### src/rtl/imem_loadable.sv
// Loadable instruction memory: boot/debug load port with auto-incrementing pointer,
// plus a 1- or 2-stage fetch pipeline with stall, valid and misaligned-fetch flag.
module imem_loadable #(
  parameter int               INS_ADDRESS = 9,
  parameter int               INS_W       = 32,
  parameter int               RD_LAT      = 1,
  parameter logic [INS_W-1:0] NOP_WORD    = 32'h00000013
) (
  input  logic                   clk,
  input  logic                   reset,
  input  logic                   ld_start,
  input  logic                   ld_valid,
  input  logic [INS_W-1:0]       ld_data,
  input  logic                   ld_last,
  output logic                   ld_ready,
  output logic                   ld_done,
  input  logic                   fetch_en,
  input  logic [INS_ADDRESS-1:0] ra,
  input  logic                   stall,
  output logic [INS_W-1:0]       rd,
  output logic                   rd_valid,
  output logic                   misalign_err,
  output logic                   busy
);
  localparam int IDX_W = INS_ADDRESS - 2;
  localparam int DEPTH = 1 << IDX_W;

  localparam logic [0:0] ST_RUN  = 1'b0;
  localparam logic [0:0] ST_LOAD = 1'b1;

  generate
    if (RD_LAT != 1 && RD_LAT != 2) begin : g_bad_rd_lat
      $error("imem_loadable: RD_LAT must be 1 or 2");
    end
  endgenerate

  logic [INS_W-1:0] mem_array [DEPTH];

  logic [0:0]       state_reg, state_next;
  logic [IDX_W-1:0] ptr_reg, ptr_next;
  logic             ld_done_reg, ld_done_next;
  logic             in_load;
  logic             ld_accept;
  logic             ld_finish;
  logic [IDX_W-1:0] wr_idx;

  assign in_load   = (state_reg == ST_LOAD);
  assign ld_accept = in_load && ld_valid;
  // A restart that coincides with a word writes that word at index 0.
  assign wr_idx    = ld_start ? '0 : ptr_reg;
  assign ld_finish = ld_accept && (ld_last || (&wr_idx));

  always_comb begin
    state_next   = state_reg;
    ptr_next     = ptr_reg;
    ld_done_next = 1'b0;
    if (in_load) begin
      if (ld_accept) begin
        ptr_next = wr_idx + IDX_W'(1);
      end else if (ld_start) begin
        ptr_next = '0;
      end
      if (ld_finish) begin
        state_next   = ST_RUN;
        ld_done_next = 1'b1;
        ptr_next     = '0;
      end
    end else if (ld_start) begin
      state_next = ST_LOAD;
      ptr_next   = '0;
    end
  end

  always_ff @(posedge clk) begin
    if (!reset) begin
      state_reg   <= ST_RUN;
      ptr_reg     <= '0;
      ld_done_reg <= 1'b0;
    end else begin
      state_reg   <= state_next;
      ptr_reg     <= ptr_next;
      ld_done_reg <= ld_done_next;
    end
  end

  // Storage is deliberately outside the reset so contents survive an aborted load.
  always_ff @(posedge clk) begin
    if (reset && ld_accept) begin
      mem_array[wr_idx] <= ld_data;
    end
  end

  assign busy     = in_load;
  assign ld_ready = in_load;
  assign ld_done  = ld_done_reg;

  logic             fetch_accept;
  logic             req_misaligned;
  logic             s1_valid_reg;
  logic             s1_mis_reg;
  logic [INS_W-1:0] s1_data_reg;

  assign req_misaligned = (ra[1:0] != 2'b00);
  assign fetch_accept   = !in_load && !ld_start && fetch_en && !stall;

  // Stage 1 holds the registered memory read; data only updates on an accepted fetch.
  always_ff @(posedge clk) begin
    if (!reset) begin
      s1_valid_reg <= 1'b0;
      s1_mis_reg   <= 1'b0;
      s1_data_reg  <= '0;
    end else if (ld_start) begin
      s1_valid_reg <= 1'b0;
      s1_mis_reg   <= 1'b0;
    end else if (!stall) begin
      s1_valid_reg <= fetch_accept;
      s1_mis_reg   <= fetch_accept && req_misaligned;
      if (fetch_accept) begin
        s1_data_reg <= req_misaligned ? NOP_WORD : mem_array[ra[INS_ADDRESS-1:2]];
      end
    end
  end

  generate
    if (RD_LAT == 2) begin : g_lat2
      logic             s2_valid_reg;
      logic             s2_mis_reg;
      logic [INS_W-1:0] s2_data_reg;

      always_ff @(posedge clk) begin
        if (!reset) begin
          s2_valid_reg <= 1'b0;
          s2_mis_reg   <= 1'b0;
          s2_data_reg  <= '0;
        end else if (ld_start) begin
          s2_valid_reg <= 1'b0;
          s2_mis_reg   <= 1'b0;
        end else if (!stall) begin
          s2_valid_reg <= s1_valid_reg;
          s2_mis_reg   <= s1_mis_reg;
          if (s1_valid_reg) begin
            s2_data_reg <= s1_data_reg;
          end
        end
      end

      assign rd           = s2_data_reg;
      assign rd_valid     = s2_valid_reg;
      assign misalign_err = s2_mis_reg;
    end else begin : g_lat1
      assign rd           = s1_data_reg;
      assign rd_valid     = s1_valid_reg;
      assign misalign_err = s1_mis_reg;
    end
  endgenerate

endmodule

### config.mk
export PLATFORM = sky130hd
export DESIGN_NAME = imem_loadable
export DESIGN_NICKNAME = d
export VERILOG_FILES = /design/src/rtl/imem_loadable.sv
export SDC_FILE = /design/constraint.sdc
export NUM_CORES = 2
export LEC_CHECK = 0
export CORE_ASPECT_RATIO = 0.7
export CORE_MARGIN = 5
export CORE_UTILIZATION = 60
export CTS_CLUSTER_SIZE = 28
export DETAILED_ROUTE_END_ITERATION = 10
export PLACE_DENSITY = 0.76
export SYNTH_ARGS = -nofsm -noshare
export SYNTH_HDL_FRONTEND = slang
export SYNTH_SLANG_ARGS = --single-unit
export TNS_END_PERCENT = 50
### constraint.sdc
create_clock -name clk -period 7.6 [get_ports clk]
set_clock_uncertainty 0.15 [all_clocks]
set_input_delay 0.76 -clock clk [delete_from_list [all_inputs] [get_ports clk]]
set_output_delay 0.76 -clock clk [all_outputs]
set_load 0.02 [all_outputs]
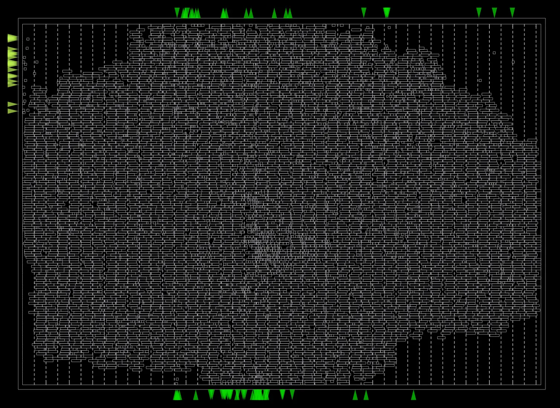
placed.png
end-of-flow core utilization: 67.3%
# fillers: 15.6k
number of standard cells in the layout, taps in and fillers out: 11.4k
Seq cells: 4139
number of well-tap cells placed: 3498

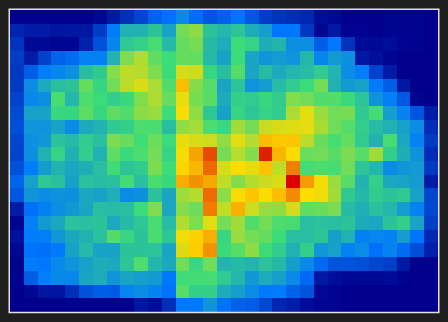
route_heat.png
The die is cut into 31 by 22 equal tiles; dark blue is low, red is high, scaled to the fullest tile. Values are wire area over tile area, all layers added.
fullest tile: 0.80
densest ninth of the die: center
tiles over half the peak: 28%
mean over tiles: 0.29
nearly empty tiles: 12%
GRT Overall Usage: 32.4%
vias after detailed routing: 81.4k
detailed-route wire length per cell: 38.9 µm
DRT Wirelength: 444000 µm

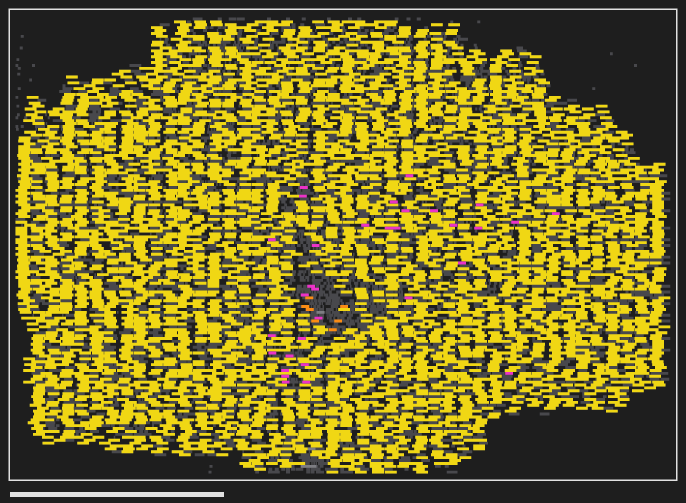
ff_map.png
Bar = 200 µm. Other sequential cells in the stronger gray, the rest of the logic in the fainter gray.
[orange] ptr_reg | placed flops: 7
[magenta] rd | placed flops: 32 | where: center
[yellow] mem_array | placed flops: 4096 | where: widely spread
register cell area after layout: 0.124 mm²
flip-flop and latch share of the layout cell area: 70.2%
sequential cell power: 25.1 mW

==> flow_metrics.env <==
# yosys + openroad results
export IMPL_worstSetupStartpointType="primary input"
export IMPL_chipWidth_um=624
export IMPL_slew_violations=7
export IMPL_yosys_stat_cells=7312
export IMPL_htree_num_levels=5
export IMPL_cell_types_with_the_largest_area_share_after_synthesis="edfxtp_1, mux4_2, mux2i_1"
export IMPL_path_class="in2reg"
export IMPL_final_hold_viol_count=0
export IMPL_fp_coreArea_mm2=0.262
export IMPL_setup_violations_final=0
export IMPL_synth_async_reset_ratio_pct=0
export IMPL_cp_max_fo=107
export IMPL_arrival_ps=5270
export IMPL_outcome="finished, violations left"
export IMPL_maxCapViolations=4
export IMPL_failed_checks="max-capacitance violations, max-slew violations"
export IMPL_rsz0062_at_grt="false"
export IMPL_holdCritPathClass="in2reg"
export IMPL_crit_required_ps=8160
export IMPL_timing_slew_headroom_pct=-7.58
export IMPL_clock_path_buffers=4
==> critical path, stage by stage <==
cell      delay [ps]
buf_16           320
buf_12           460
buf_4            720
mux2i_1          270
a22oi_1          140
nand2_1          250
o21ai_0          230
o31ai_1         1320
o211ai_1         230
==> final timing paths <==
check                                endpoint                       from
hold / removal    mem_array[90][29]$_DFFE_PP_                ld_data[29]
setup / recovery          rd[28]$_SDFFE_PN0P_                      ra[3]
hold reg to reg     misalign_err$_SDFFE_PP0N_  misalign_err$_SDFFE_PP0N_
setup reg to reg          rd[25]$_SDFFE_PN0P_            busy$_SDFF_PN0_
==> what timing repair did <==
item | 4_1_cts | 5_1_grt
hold buffers | 1 | 0
hold endpoints to repair | 2 | 0
gates resized | 0 | 0
==> area by class of cell <==
| cell class | count | area, µm² |
|---|---|---|
| Clock inverter | 213 | 2100 |
| Tap cell | 3498 | 4380 |
| Sequential cell | 4139 | 124000 |
| Antenna cell | 18 | 45.0 |
| Timing Repair Buffer | 325 | 2860 |
| Multi-Input combinational cell | 2754 | 33300 |
| Clock buffer | 459 | 9820 |
| Fill cell | 15600 | 85500 |
| Inverter | 3 | 13.8 |
==> cells in the final DEF (no fill, tap or decap), types with 106 or more instances in the layout <==
cell type / instances
clkbuf_16: 378
a21oi_1: 106
edfxtp_1: 4096
buf_4: 251
a22oi_1: 330
nor2_4: 131
mux4_2: 848
nand2_1: 314
mux2i_1: 538
nand3_1: 123
==> per-stage QoR <==
| step | util, % | hold WS [ps] | std cells | instance area [µm²] | setup WS, ps |
|---|---|---|---|---|---|
| 6_report | 67.3 | 78.8 | 11400 | 176000 | 2890 |
| 5_1_grt | 67.3 | 76.7 | 11400 | 176000 | 2950 |
| 4_1_cts | 67.3 | 46.6 | 11400 | 176000 | 3150 |
| 3_5_place_dp | 62.8 | 308 | 10700 | 164000 | 2160 |
| 3_3_place_gp | 62.7 | 312 | 10700 | 164000 | 1450 |
| 2_1_floorplan | - | 381 | 7312 | 158000 | 3490 |
==> per-layer routing <==
layer  global-route usage [%]  wire [µm]  up-vias
li1                         -          -    31300
met2                     45.1     190000     7085
met3                     13.7      79000     1006
met1                     46.3     154000    42100
met4                     11.9      20600       18
met5                        0        115        -
==> where the power goes <==
group	switching [mW]	leakage, nW	internal (mW)
Combinational	1.53	12.6	0.680
Sequential	0.0131	37.1	25.1
Clock	8.34	5.79	10.4
Total	9.88	55.5	36.1
==> kinds of logic (layout without fill, tap and decap cells) <==
group / after synthesis / count (layout) / synth area share (%)
multiplexers: 1390 / 1390 / 15.5
other: 0 / 18 / 0
flip-flops: 4139 / 4139 / 78.3
buffers and inverters: 419 / 1000 / 1.33
AND-OR/OR-AND: 602 / 602 / 2.65
XOR/XNOR: 6 / 6 / 0.0332
adder cells (fa/ha/maj): 1 / 1 / 0.00791
AND/OR/NAND/NOR: 755 / 755 / 2.13
Power and IR drop assume default switching activity.
